[config.mk]
export PLATFORM = sky130hd
export DESIGN_NAME = counter_bank
export DESIGN_NICKNAME = d
export VERILOG_FILES = /design/src/rtl/counter_bank.sv
export SDC_FILE = /design/constraint.sdc
export NUM_CORES = 1
export LEC_CHECK = 0
export ABC_AREA = 1
export CORE_AREA = 2 2 193 195
export DETAILED_ROUTE_END_ITERATION = 7
export DIE_AREA = 0 0 195 197
export PLACE_DENSITY = 0.84
export SLEW_MARGIN = 25
export SYNTH_ARGS = -nofsm -noshare
export SYNTH_HDL_FRONTEND = slang
export SYNTH_SLANG_ARGS = --single-unit
[constraint.sdc]
create_clock -name i_clk -period 6.8 [get_ports i_clk]
set_input_delay 1.7 -clock i_clk [delete_from_list [all_inputs] [get_ports i_clk]]
set_output_delay 1.7 -clock i_clk [all_outputs]
set_load 0.01 [all_outputs]
[src/rtl/counter_bank.sv]
// rtl/counter_bank.sv - parametrised bank of independent programmable counters
//
// Purpose: `channels` independent counters. Each channel has count enable,
// up/down direction, a programmable terminal limit, wrap or saturate mode,
// synchronous parallel load and a sticky terminal-event flag. All outputs
// are registered.
//
// Ports (channel c occupies bits [c*width +: width] of each packed bus):
//   i_clk          clock, rising edge
//   i_rst          asynchronous active-high reset, clears all state
//   i_en           per-channel count enable
//   i_down         per-channel direction (0 up, 1 down)
//   i_sat          per-channel mode (0 wrap, 1 saturate)
//   i_load         per-channel synchronous load strobe (beats i_en)
//   i_load_value   per-channel load value
//   i_limit        per-channel terminal value
//   i_clr_sticky   per-channel sticky-flag clear
//   o_count        per-channel registered count
//   o_wrap         per-channel one-cycle terminal-event pulse
//   o_sticky       per-channel sticky terminal-event flag

module counter_bank #(
  parameter int width    = 32,
  parameter int channels = 4
) (
  input  logic                        i_clk,
  input  logic                        i_rst,
  input  logic [channels-1:0]         i_en,
  input  logic [channels-1:0]         i_down,
  input  logic [channels-1:0]         i_sat,
  input  logic [channels-1:0]         i_load,
  input  logic [channels*width-1:0]   i_load_value,
  input  logic [channels*width-1:0]   i_limit,
  input  logic [channels-1:0]         i_clr_sticky,
  output logic [channels*width-1:0]   o_count,
  output logic [channels-1:0]         o_wrap,
  output logic [channels-1:0]         o_sticky
);

  for (genvar c = 0; c < channels; c++) begin : g_ch
    logic [width-1:0] count_q, count_d;
    logic [width-1:0] limit;
    logic [width-1:0] load_value;
    logic             wrap_q, wrap_d;
    logic             sticky_q, sticky_d;
    logic             terminal;
    logic             term_event;

    assign limit      = i_limit[c*width +: width];
    assign load_value = i_load_value[c*width +: width];

    // Up uses >= so a loaded or limit-lowered count above the limit is
    // caught on the next enabled cycle rather than running to rollover.
    assign terminal   = i_down[c] ? (count_q == '0) : (count_q >= limit);
    assign term_event = i_en[c] && !i_load[c] && terminal;

    always_comb begin
      count_d = count_q;
      if (i_load[c]) begin
        count_d = load_value;
      end else if (i_en[c]) begin
        if (!terminal) begin
          count_d = i_down[c] ? count_q - 1'b1 : count_q + 1'b1;
        end else if (i_sat[c]) begin
          // Saturate: up clamps to limit, down stays at zero.
          count_d = i_down[c] ? '0 : limit;
        end else begin
          count_d = i_down[c] ? limit : '0;
        end
      end
    end

    assign wrap_d   = term_event;
    // A set in the same cycle as a clear wins.
    assign sticky_d = term_event || (sticky_q && !i_clr_sticky[c]);

    always_ff @(posedge i_clk or posedge i_rst) begin
      if (i_rst) begin
        count_q  <= '0;
        wrap_q   <= 1'b0;
        sticky_q <= 1'b0;
      end else begin
        count_q  <= count_d;
        wrap_q   <= wrap_d;
        sticky_q <= sticky_d;
      end
    end

    assign o_count[c*width +: width] = count_q;
    assign o_wrap[c]                 = wrap_q;
    assign o_sticky[c]               = sticky_q;
  end

endmodule

**Run 1: cell placement**

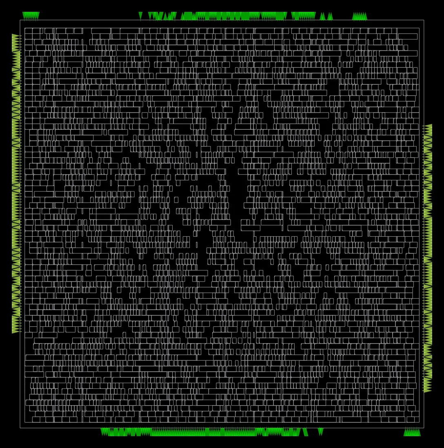
# fillers: 3323
Post-Layout Cell Count: 4040

**Run 1: cell sizes after repair**

(2 px per um)
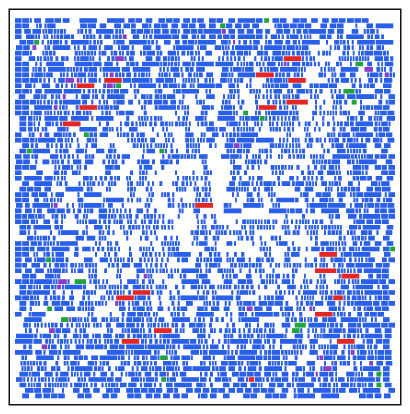
Key: red = x6 and larger [cells 21, share 0.59%]; purple = x2 [cells 32, share 0.90%]; blue = x1 and smaller [cells 3494, share 98%]; green = x3 and x4 [cells 23, share 0.64%]

**Run 1: ports around the boundary**

(2 px per um) Pins as bars across the die edge, other pins in grey.
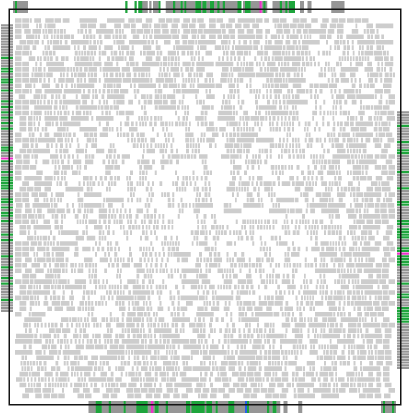
Key: blue = i_rst [pins 1, direction input, edge south]; magenta = i_load [pins 4, direction input, edge 1 east, 1 south, 1 north, 1 west]; green = i_load_value [pins 128, direction input, edge 36 south, 34 west, 29 east, 29 north]
All pins by edge: 116 south, 106 west, 97 north, 95 east.

**Run 1: metal layers overlaid**

(2 px per um) Only two layers are drawn.
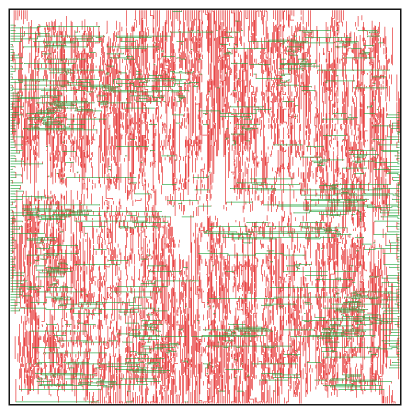
Key: green = M3 [wire length 7080 um]; red = M2 [wire length 34.3 mm]

==> run 1: report_power, final <==
part	switching (mW)	internal (mW)	total (mW)
Combinational	1.67	1.12	2.79
Clock	0.410	0.540	0.950
Sequential	0.247	0.920	1.17
==> run 1: per-layer routing <==
layer | track usage [%] | up-vias
li1 | - | 11310
met1 | 50.30 | 10870
met2 | 64.02 | 1354
met3 | 6.862 | 254
met4 | 17.50 | 4
met5 | 0 | -
==> run 1: critical path, stage by stage <==
cell and delay [ns]:
clkdlybuf4s50_1 1.11, inv_1 0.19, fa_1 0.50, inv_1 0.09, nand2_1 0.08, o21ai_1 0.24, nand2_1 0.08, nand2_1 0.11
nand2_1 0.06, nand2_1 0.22, nand2_1 0.12, nand2_1 0.09, nand2_1 0.06, nand2_1 0.07, nand2_1 0.07, nand3_1 0.10
nand3_1 0.08
==> run 1: registers in the layout, indices dropped and copies added, names as in the netlist <==
signal and cells:
g_ch.sticky_q 4, g_ch.wrap_q 4, g_ch.count_q 128
==> run 1: metrics by stage <==
stage / instances / setup WS, ns / utilization, % / power [mW]
after floorplan: 3206 / 1.461 / - / 2.842
after global placement: 4008 / 1.954 / 65.49 / 3.823
after detailed placement: 4008 / 1.847 / 65.49 / 3.875
after CTS: 4038 / 2.262 / 67.01 / 4.834
after global routing: 4040 / 1.924 / 67.04 / 5.243
final: 4040 / 2.152 / 67.04 / 4.903
==> run 1: final cells by class <==
| class | count | area, um^2 | share of cell area [%] |
|---|---|---|---|
| diodes | 2 | 5.005 | 0.02059 |
| clock buffers | 20 | 446.7 | 1.838 |
| clock inverters | 10 | 105.1 | 0.4324 |
| inverters | 396 | 1491 | 6.136 |
| multi-input cells | 2581 | 14030 | 57.72 |
| flip-flops and latches | 136 | 3403 | 14.00 |
| well taps | 468 | 585.6 | 2.409 |
| repair buffers | 427 | 4239 | 17.44 |
==> run 1: cell families after synthesis <==
family / Yosys count / share of synthesized area (%)
buffers and inverters: 489 / 10.19
and+or+nand+nor: 1830 / 39.89
xor gates and xnor gates: 61 / 2.755
AOI/OAI and AO/OA: 438 / 13.21
adders and majority gates: 252 / 16.41
DFF: 136 / 17.55
==> run 1: how the worst max path moves through the flow <==
stage | depth (start not counted) | endpoint | slack, ns
floorplan | 1 | g_ch[0].count_q[0]$_DFFE_PP0P_ | 1.46
global placement | 14 | g_ch[3].count_q[24]$_DFFE_PP0P_ | 1.95
detailed placement | 17 | g_ch[3].count_q[22]$_DFFE_PP0P_ | 1.85
CTS | 17 | g_ch[3].count_q[22]$_DFFE_PP0P_ | 2.26
global route | 17 | g_ch[3].count_q[22]$_DFFE_PP0P_ | 1.92
finish | 17 | g_ch[3].count_q[22]$_DFFE_PP0P_ | 2.15
==> metrics.yaml, run 1 <==
floorplan:
  die_area_um2: 38420
  fp.dieH_um: 197
  die_w_um: 195
  core_area_um2: 36260
final_timing:
  fin_crit_sh_pct: 68.35
  fmaxAchievable_ghz: 0.2152
  worst_clock_skew_ns: 0.009723
  whs_ns: 0.5441
  finalSetupViolCount: 0
critical_path:
  critPathLaunch: "i_down[3]"
  reg2reg_from: "g_ch[1].count_q[15]$_DFFE_PP0P_"
  path_max_fanout: 19
  cp-end-kind: "register"
  crit_type: "in2reg"
  rrSetupSlack_ns: 3.52
  r2r_cells: 11
drt:
  ant_nets: 0
  routed.top_layer: "met5"
  vias: 23800
  viasPerCell: 5.890
  drtPass1Iterations: 6
job:
  tool_warnings: 26
final_layout:
  area_delta_synth_final_pct: 25.33
  layout_top_cells: "1091 x nand2_1, 413 x clkdlybuf4s50_1, 389 x inv_1, 314 x nand3_1, 254 x nor2_1"
  lay_top_count: "nand2_1"
  layout.nets: 4089
placed_design:
  placedInstanceArea_um2: 23750
  place.gp.congestion: 1.036
logic_synthesis:
  yosys-stat-area_um2: 19390
  synth_area_leader_cell: "nand2_1"
  numSynthFlops: 136
  synth.distinct_cells: 39
  yosys.stat.seqShare_pct: 17.55
  top_cells_by_count: "1091 x nand2_1, 393 x inv_1, 314 x nand3_1"
  ys_cells: 3206
  fp_nets: 3736
  area_leaders: "nand2_1 21%, dfrtp_1 18%, ha_1 16%, nand3_1 8.1%, inv_1 7.6%"
  yosys.cell_count.top_type: "nand2_1"
  synthCells: 3206
clocking:
  clockBufferDepth: 2
  holdBufCountCts: 0
  cts_tree: "built"
  clk_pin_slew_ns: 0.06
  cts_setup_buffers: 0
global_route:
  grt_pass1_vias: 23010
  grt_max_degree: 94
  antenna_found_initial: 4
outcome:
  run_status: "finished, final reports clean"
power:
  powerDensity_nw_per_um2: 201.7
==> run 2: changes to the inputs <==
==> constraint.sdc (replaced) <==
create_clock -name i_clk -period 4.75 [get_ports i_clk]
set_input_delay 1.1875 -clock i_clk [delete_from_list [all_inputs] [get_ports i_clk]]
set_output_delay 1.1875 -clock i_clk [all_outputs]
set_load 0.01 [all_outputs]
**Run 2: metal layers overlaid**

(2 px per um) Only two layers are drawn.
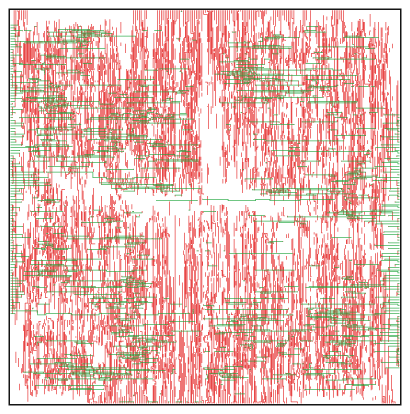
Key: red = M2 [wire length 34.2 mm]; green = M3 [wire length 7730 um]

**Run 2: ports around the boundary**

(2 px per um) Pins as bars across the die edge, other pins in grey.
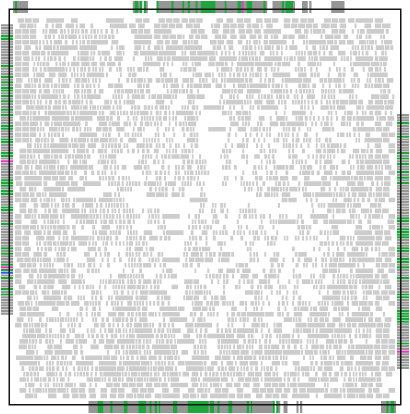
Key: blue = i_rst [pins 1, direction input, edge west]; magenta = i_load [pins 4, direction input, edge 2 west, 1 east, 1 north]; green = i_load_value [pins 128, direction input, edge 38 south, 32 west, 30 north, 28 east]

==> metrics.yaml, run 2 <==
critical_path:
  critPathTopFamily: "simple AND/OR/NAND/NOR gates"
  path_depth: 15  # -2
  path_max_fanout: 34  # +15
  cp_cell_sequence: "clkdlybuf4s50_1 > inv_1 > ha_1 > nand2_1 > nor2_1 > nand4_1 > nand3_1 > nand2_1 > nand2_1 > nand2_1 > nand2_2 > nand2_4 > nand3_1 > nand3_1 > nand2_1"
  max_stage_delay_ns: 0.50  # -0.61 ns
  crit_slowest_cell: "clkdlybuf4s50_1"
  critPathLaunch: "i_limit[71]"
  crit_top_cell: "nand2_1"
logic_synthesis:
  yosys.cell_count.top_type: "nand2_1"
  yosys-stat-area_um2: 19390  # unchanged
  top_cells_by_count: "1091 x nand2_1, 393 x inv_1, 314 x nand3_1"
global_route:
  grt_pass1_vias: 23300  # +1.3%
outcome:
  run_status: "finished, final reports clean"
final_layout:
  largest_reg_flops: 128  # unchanged
  comb_area_um2: 14030  # unchanged
  layout.nets: 4097  # +0.20%
  fill_cells: 3251  # -2.2%
drt:
  ant_nets: 0  # unchanged
clocking:
  holdBufCountCts: 0  # unchanged
  cts_setup_buffers: 0  # unchanged
final_timing:
  worst_clock_skew_ns: 0.01205  # +0.002330 ns
  fin_crit_sh_pct: 81.12
  fmaxAchievable_ghz: 0.2595
floorplan:
  die_w_um: 195  # unchanged
  fp.dieH_um: 197  # unchanged
  die_area_um2: 38420  # unchanged
**Run 2: wires at chosen ports, followed through buffers**

(1.5 px per um)
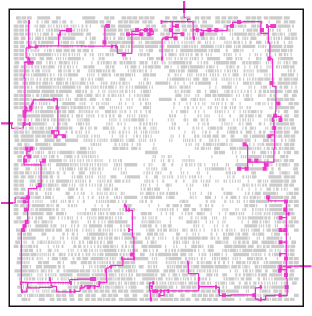
Key: magenta = i_load [bits 4, direction input, edge 2 west, 1 east, 1 north, end cells 132, buffers 8, wire 1320 um]

## run 2: cell counts after synthesis
No cell type changed its count.
## run 2: through the flow
stage / std cells / setup WS (ns) / power [mW] / util (%)
final: 4047 / 0.8969 / 7.168 / 67.46
after CTS: 4047 / 1.073 / 7.066 / 67.44
after global placement: 4016 / 0.5943 / 5.508 / 65.75
after detailed placement: 4016 / 0.6001 / 5.575 / 65.75
after global routing: 4047 / 0.7621 / 7.656 / 67.46
after floorplan: 3206 / 1.869 / 4.068 / -
## run 2: final timing paths
path                                                    to  slack, ns
min in group asynchronous  g_ch[1].count_q[25]$_DFFE_PP0P_       1.11
max in group asynchronous  g_ch[2].count_q[10]$_DFFE_PP0P_       2.88
max                        g_ch[2].count_q[19]$_DFFE_PP0P_       0.90
min reg2reg                     g_ch[0].sticky_q$_DFF_PP0_       0.55
min                             g_ch[0].sticky_q$_DFF_PP0_       0.55
max reg2reg                g_ch[2].count_q[19]$_DFFE_PP0P_       1.67
## run 2: logic make-up (layout without fill, tap and decap cells)
kind of cell	after synthesis	in the layout	share of synthesized area [%]
compound gates	438	438	13.21
xor+xnor	61	61	2.755
fa+ha+maj	252	252	16.41
buf+inv	489	862	10.19
flops	136	136	17.55
simple gates	1830	1830	39.89
## run 2: layer usage
layer / global-route usage [%] / routed length (um) / share of wire [%]
met5: 0 / 12 / 0.016
met4: 18.74 / 3778 / 5.0
met3: 7.700 / 7726 / 10
met2: 63.81 / 34170 / 45
met1: 49.31 / 30470 / 40
## run 2: tightest hold or removal path: cells and delay by family (launching register included)
kind                   cells  cell delay [ns]
DFF                        1             0.37
AOI/OAI and AO/OA          1             0.08
buffers and inverters      1             0.05
## run 2: layout make-up
type | instances | share of cell area, %
Tap cell | 468 | 2.394
Clock buffer | 20 | 1.908
Multi-Input combinational cell | 2581 | 57.36
Sequential cell | 136 | 13.91
Timing Repair Buffer | 435 | 17.73
Clock inverter | 11 | 0.5985
Inverter | 396 | 6.092
## run 2: power by group
group	total, mW	switching [mW]	internal [mW]
clock network	1.47	0.610	0.864
registers	1.68	0.361	1.32
logic	4.02	2.40	1.61
Power figures rest on the tool's default switching activity, not on a simulated workload.
